**Routed metal per tile**

38 x 38 tiles, from dark purple (low) to yellow (high), scaled to the fullest tile. Values are wire area over tile area, all layers added.
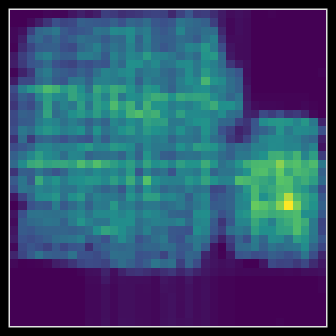
**Layout detail**

Window x 362 to 392, y 362 to 392 um. Cells in gray, sequential cells in the stronger gray; small squares are vias.
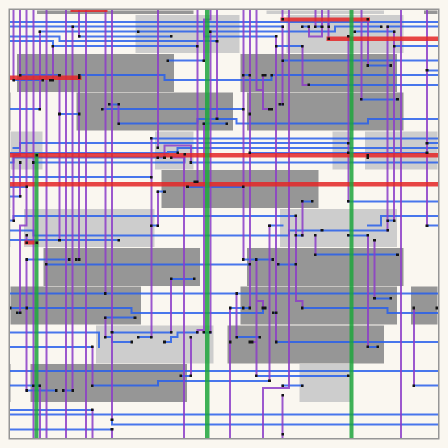
**Placed standard cells**

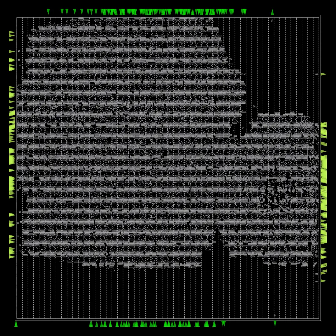
**Signal wires by layer**

Drawn at 1 px/um. Only two layers are drawn.
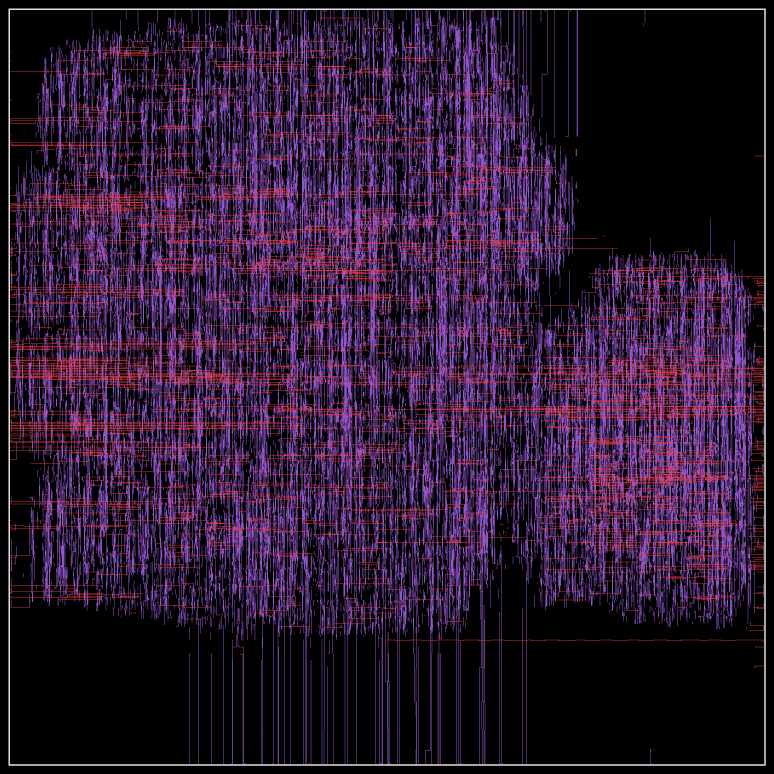
[config.mk]
export PLATFORM = sky130hd
export DESIGN_NAME = snow64_instr_cache
export DESIGN_NICKNAME = d
export VERILOG_FILES = /design/src/rtl/snow64_instr_cache_pkg.sv /design/src/rtl/snow64_instr_cache_line_array.sv /design/src/rtl/snow64_instr_cache.sv
export SDC_FILE = /design/constraint.sdc
export NUM_CORES = 2
export LEC_CHECK = 0
export ABC_AREA = 0
export CELL_PAD_IN_SITES_DETAIL_PLACEMENT = 1
export CELL_PAD_IN_SITES_GLOBAL_PLACEMENT = 1
export CORE_MARGIN = 4
export CORE_UTILIZATION = 35
export DETAILED_ROUTE_END_ITERATION = 7
export GPL_TIMING_DRIVEN = 0
export MAX_ROUTING_LAYER = met4
export PLACE_DENSITY = 0.61
export SLEW_MARGIN = 20
export SYNTH_ARGS = -nofsm -noshare
export SYNTH_HDL_FRONTEND = slang
export SYNTH_MEMORY_MAX_BITS = 65536
export SYNTH_SLANG_ARGS = --single-unit
export TNS_END_PERCENT = 10
[constraint.sdc]
create_clock -name clk -period 40.5 [get_ports clk]
set_input_delay 6.075 -clock clk [delete_from_list [all_inputs] [get_ports clk]]
set_output_delay 6.075 -clock clk [all_outputs]
set_load 0.05 [all_outputs]
[src/rtl/snow64_instr_cache_pkg.sv]
// Shared types for the snow64 instruction cache: address-field widths,
// storage typedefs, FSM state encoding and the IF/ID and memory port structs.
package snow64_instr_cache_pkg;

  localparam int WIDTH_ADDR  = 64;
  localparam int WIDTH_INSTR = 32;
  localparam int WIDTH_LINE  = 256;
  localparam int NUM_LINES   = 16;

  // Byte offset within a line (32 bytes), and the instruction slot inside it.
  localparam int WIDTH_OFFSET = $clog2(WIDTH_LINE / 8);
  localparam int WIDTH_WORD   = $clog2(WIDTH_LINE / WIDTH_INSTR);
  localparam int WIDTH_INDEX  = $clog2(NUM_LINES);
  localparam int WIDTH_TAG    = WIDTH_ADDR - WIDTH_OFFSET - WIDTH_INDEX;

  typedef logic [WIDTH_LINE-1:0]  line_t;
  typedef logic [WIDTH_TAG-1:0]   tag_t;
  typedef logic [WIDTH_INDEX-1:0] index_t;
  typedef logic [WIDTH_WORD-1:0]  word_t;

  // Cache controller state; StMiss waits for a line fill from memory.
  typedef enum logic {
    StIdle = 1'b0,
    StMiss = 1'b1
  } state_t;

  // Bit layout matches the IF/ID stage's existing instr-cache port structs.
  typedef struct packed {
    logic                  req;
    logic [WIDTH_ADDR-1:0] addr;
  } PortIn_Snow64InstrCache_FromPipeStageIfId;

  typedef struct packed {
    logic                   valid;
    logic [WIDTH_INSTR-1:0] instr;
  } PortOut_Snow64InstrCache_ToPipeStageIfId;

  // Memory-arbiter side of the line fill.
  typedef struct packed {
    logic                  req;
    logic [WIDTH_ADDR-1:0] addr;
  } PortOut_Snow64InstrCache_ToMemArbiter;

  typedef struct packed {
    logic  valid;
    line_t data;
  } PortIn_Snow64InstrCache_FromMemArbiter;

endpackage

[src/rtl/snow64_instr_cache_line_array.sv]
// Direct-mapped line storage: per-line valid bit, tag and data with one
// combinational read port and one synchronous write port. Only the valid
// bits are reset/flushed; tags and data keep whatever they last held.
module snow64_instr_cache_line_array #(
  parameter int WIDTH_TAG   = 55,
  parameter int WIDTH_INDEX = 4,
  parameter int WIDTH_LINE  = 256,
  parameter int NUM_LINES   = 16
) (
  input  logic                   clk,
  input  logic                   rst_n,
  input  logic                   flush,
  input  logic [WIDTH_INDEX-1:0] rd_index,
  output logic                   rd_valid,
  output logic [WIDTH_TAG-1:0]   rd_tag,
  output logic [WIDTH_LINE-1:0]  rd_data,
  input  logic                   wr_en,
  input  logic [WIDTH_INDEX-1:0] wr_index,
  input  logic [WIDTH_TAG-1:0]   wr_tag,
  input  logic [WIDTH_LINE-1:0]  wr_data
);

  logic [NUM_LINES-1:0]  valid_q;
  logic [WIDTH_TAG-1:0]  tag_q  [NUM_LINES];
  logic [WIDTH_LINE-1:0] data_q [NUM_LINES];

  // Valid bits: flush wins over a same-edge fill, so that line stays invalid.
  always_ff @(posedge clk) begin
    if (!rst_n) begin
      valid_q <= '0;
    end else if (flush) begin
      valid_q <= '0;
    end else if (wr_en) begin
      valid_q[wr_index] <= 1'b1;
    end
  end

  // Tag and data payload, written on fill completion only.
  always_ff @(posedge clk) begin
    if (wr_en) begin
      tag_q[wr_index]  <= wr_tag;
      data_q[wr_index] <= wr_data;
    end
  end

  assign rd_valid = valid_q[rd_index];
  assign rd_tag   = tag_q[rd_index];
  assign rd_data  = data_q[rd_index];

endmodule

[src/rtl/snow64_instr_cache.sv]
// Direct-mapped, read-only instruction cache answering the IF/ID stage.
// Handshake: IF/ID holds in_if_req/in_if_addr and the cache samples them at
// every edge in StIdle; a registered out_if_valid=1 the following cycle marks
// out_if_instr as the answer. On a miss out_mem_req stays high with a stable
// line-aligned out_mem_addr until an edge with in_mem_valid=1 delivers the line.
module snow64_instr_cache
  import snow64_instr_cache_pkg::*;
#(
  parameter int WIDTH_ADDR  = 64,
  parameter int WIDTH_INSTR = 32,
  parameter int WIDTH_LINE  = 256,
  parameter int NUM_LINES   = 16
) (
  input  logic                   clk,
  input  logic                   rst_n,
  input  logic                   in_if_req,
  input  logic [WIDTH_ADDR-1:0]  in_if_addr,
  input  logic                   in_flush,
  output logic                   out_if_valid,
  output logic [WIDTH_INSTR-1:0] out_if_instr,
  output logic                   out_mem_req,
  output logic [WIDTH_ADDR-1:0]  out_mem_addr,
  input  logic                   in_mem_valid,
  input  logic [WIDTH_LINE-1:0]  in_mem_data
);

  localparam int OFF_W  = $clog2(WIDTH_LINE / 8);
  localparam int WORD_W = $clog2(WIDTH_LINE / WIDTH_INSTR);
  localparam int IDX_W  = $clog2(NUM_LINES);
  localparam int TAG_W  = WIDTH_ADDR - OFF_W - IDX_W;
  localparam int BYTE_W = OFF_W - WORD_W;

  state_t state;

  logic [IDX_W-1:0]       req_index;
  logic [TAG_W-1:0]       req_tag;
  logic [WORD_W-1:0]      req_word;
  logic                   rd_valid;
  logic [TAG_W-1:0]       rd_tag;
  logic [WIDTH_LINE-1:0]  rd_data;
  logic                   hit;
  logic [WIDTH_INSTR-1:0] hit_instr;
  logic                   fill_done;
  logic                   unused_byte_bits;

  // Address split of the incoming request.
  assign req_word  = in_if_addr[OFF_W-1:BYTE_W];
  assign req_index = in_if_addr[OFF_W+IDX_W-1:OFF_W];
  assign req_tag   = in_if_addr[WIDTH_ADDR-1:OFF_W+IDX_W];
  // Byte-within-instruction bits carry no meaning for a fetch.
  assign unused_byte_bits = ^in_if_addr[BYTE_W-1:0];

  assign hit       = in_if_req && rd_valid && (rd_tag == req_tag);
  assign fill_done = (state == StMiss) && in_mem_valid;

  // Word select out of the looked-up line.
  always_comb begin
    hit_instr = rd_data[req_word*WIDTH_INSTR +: WIDTH_INSTR];
  end

  snow64_instr_cache_line_array #(
    .WIDTH_TAG  (TAG_W),
    .WIDTH_INDEX(IDX_W),
    .WIDTH_LINE (WIDTH_LINE),
    .NUM_LINES  (NUM_LINES)
  ) u_line_array (
    .clk     (clk),
    .rst_n   (rst_n),
    .flush   (in_flush),
    .rd_index(req_index),
    .rd_valid(rd_valid),
    .rd_tag  (rd_tag),
    .rd_data (rd_data),
    .wr_en   (fill_done),
    .wr_index(out_mem_addr[OFF_W+IDX_W-1:OFF_W]),
    .wr_tag  (out_mem_addr[WIDTH_ADDR-1:OFF_W+IDX_W]),
    .wr_data (in_mem_data)
  );

  // Controller FSM with all IF/ID and memory outputs registered.
  always_ff @(posedge clk) begin
    if (!rst_n) begin
      state        <= StIdle;
      out_if_valid <= 1'b0;
      out_if_instr <= '0;
      out_mem_req  <= 1'b0;
      out_mem_addr <= '0;
    end else begin
      case (state)
        StIdle: begin
          if (hit) begin
            out_if_valid <= 1'b1;
            out_if_instr <= hit_instr;
          end else if (in_if_req) begin
            out_if_valid <= 1'b0;
            out_mem_req  <= 1'b1;
            out_mem_addr <= {in_if_addr[WIDTH_ADDR-1:OFF_W], {OFF_W{1'b0}}};
            state        <= StMiss;
          end else begin
            out_if_valid <= 1'b0;
          end
        end
        StMiss: begin
          out_if_valid <= 1'b0;
          if (in_mem_valid) begin
            out_mem_req <= 1'b0;
            state       <= StIdle;
          end
        end
        default: begin
          state <= StIdle;
        end
      endcase
    end
  end

endmodule

==> qor.yml <==
io-pin-count: 423
xor_share: 0.00229
timing.hold.worst.class: "register to register"
cts_resized: 0
postRouteAntennaNets: 0
cp_max_fo: 11
ys_top_cells_by_count: "4,976 x sky130_fd_sc_hd__edfxtp_1, 1,382 x sky130_fd_sc_hd__mux4_2, 368 x sky130_fd_sc_hd__mux2i_1"
layout.cell_area.non_filler_um2: 233000
cp_max_delay_cell: "sky130_fd_sc_hd__buf_2"
skew_final_ns: 0.0940
end_of_the_worst_register_to_register_path: "u_line_array.data_q[0][37]"
grt_overflow_total: 0
type_of_element_launching_the_critical_path: "primary input"
worst_pin_slew_ns: 1.25
ctsRootBufferMaster: "sky130_fd_sc_hd__clkbuf_16"
slew_viol_final: 0
status: "finished, final reports clean"
worst_path_largest_cell_delay_ns: 0.86
final-setup-viol-count: 0
synth-async-reset-ratio: 0
seq_area_um2: 152000
drc_errors: 0
About 'routed metal per tile':
fullest tile: 0.67
nearly empty tiles: 18%
mean over tiles: 0.19
tiles over half the peak: 14%
emptiest ninth of the die: north-east
densest ninth of the die: east
total track usage: 0.228
wire length per cell after detailed routing: 36.3 um

About 'layout detail':
[purple] metal 2
[green] metal 4
[red] metal 3
[blue] metal 1
netlist names of flops here include: u_line_array.data_q (11)
cells with their middle in the window: 20
sequential cells in the window: 11
most frequent: edfxtp_1 (11), mux4_2 (3), clkbuf_16 (2)

About 'placed standard cells':
Placeable Area: 554,000 um^2
number of inserted filler cells in the final layout: 51,433
register share of the cell area: 0.651
final cell count without fillers: 17,718
Tapcell Cnt: 7,425

About 'signal wires by layer':
[purple] metal 2 | wire length: 302 mm
[red] metal 3 | wire length: 59.8 mm
aggregate routed wire length: 643,000 um
count of vias placed by the detailed router: 100,363

## how the worst min path moves through the flow
| stage | slack, ns | depth (start not counted) | startpoint | to |
|---|---|---|---|---|
| 6_report | 0.47 | 1 | u_line_array.valid_q[4] | u_line_array.valid_q[4] |
| 5_1_grt | 0.49 | 1 | u_line_array.valid_q[5] | u_line_array.valid_q[5] |
| 4_1_cts | 0.47 | 1 | u_line_array.valid_q[3] | u_line_array.valid_q[3] |
| 3_5_place_dp | 0.45 | 1 | u_line_array.valid_q[4] | u_line_array.valid_q[4] |
| 3_3_place_gp | 0.44 | 1 | u_line_array.valid_q[13] | u_line_array.valid_q[13] |
| 2_1_floorplan | 0.44 | 1 | u_line_array.valid_q[10] | u_line_array.valid_q[10] |
## layer usage
metal,share of wire,routed length [um],vias up,track usage
li1,-,-,38867,-
met1,0.40,259000,55143,0.304
met2,0.47,302000,5356,0.349
met3,0.093,59800,997,0.0537
met4,0.035,22600,0,0.0694
met5,0,0,-,-
## flip-flops by register name, indices dropped and copies added (netlist names)
register	cells
out_if_instr	32
state	1
u_line_array.valid_q	16
out_mem_req	1
u_line_array.data_q	4096
u_line_array.tag_q	880
out_mem_addr	59
out_if_valid	1
## kinds of logic after synthesis
kind of cell | after synthesis
AND-OR/OR-AND | 336
other | 1
AND/OR/NAND/NOR | 620
flip-flops | 5086
multiplexers | 1782
buffers and inverters | 464
XOR/XNOR | 51
## cell usage in the layout (no fill, tap or decap), types with 52 or more instances in the layout
| cell type | netlist | final |
|---|---|---|
| sky130_fd_sc_hd__clkinv_1 | 1 | 116 |
| sky130_fd_sc_hd__mux2i_1 | 368 | 368 |
| sky130_fd_sc_hd__clkbuf_16 | 0 | 539 |
| sky130_fd_sc_hd__buf_4 | 45 | 241 |
| sky130_fd_sc_hd__mux4_2 | 1382 | 1382 |
| sky130_fd_sc_hd__clkbuf_2 | 0 | 52 |
| sky130_fd_sc_hd__nand4_1 | 82 | 82 |
| sky130_fd_sc_hd__diode_2 | 0 | 96 |
| sky130_fd_sc_hd__nand2_1 | 301 | 301 |
| sky130_fd_sc_hd__nand3_1 | 76 | 76 |
| sky130_fd_sc_hd__dfxtp_1 | 110 | 110 |
| sky130_fd_sc_hd__buf_12 | 1 | 180 |
| sky130_fd_sc_hd__buf_2 | 180 | 201 |
| sky130_fd_sc_hd__clkbuf_1 | 159 | 239 |
| sky130_fd_sc_hd__clkinv_2 | 0 | 61 |
| sky130_fd_sc_hd__clkdlybuf4s50_1 | 0 | 411 |
| sky130_fd_sc_hd__edfxtp_1 | 4976 | 4976 |
| sky130_fd_sc_hd__a22oi_1 | 127 | 127 |
| sky130_fd_sc_hd__buf_16 | 0 | 87 |
## area by class of cell
cell class | count | area share
Tap cell | 7425 | 0.0399
Clock inverter | 260 | 0.00913
Sequential cell | 5086 | 0.651
Inverter | 9 | 0.000145
Buffer | 455 | 0.00992
Multi-Input combinational cell | 2794 | 0.177
Timing Repair Buffer | 912 | 0.0516
Antenna cell | 96 | 0.00103
Clock buffer | 681 | 0.0608
## report_power, final
group	switching [mW]	internal, mW	total (mW)
registers	0.0305	5.81	5.84
clock network	2.05	2.62	4.68
logic	0.416	0.239	0.655
total	2.50	8.67	11.2
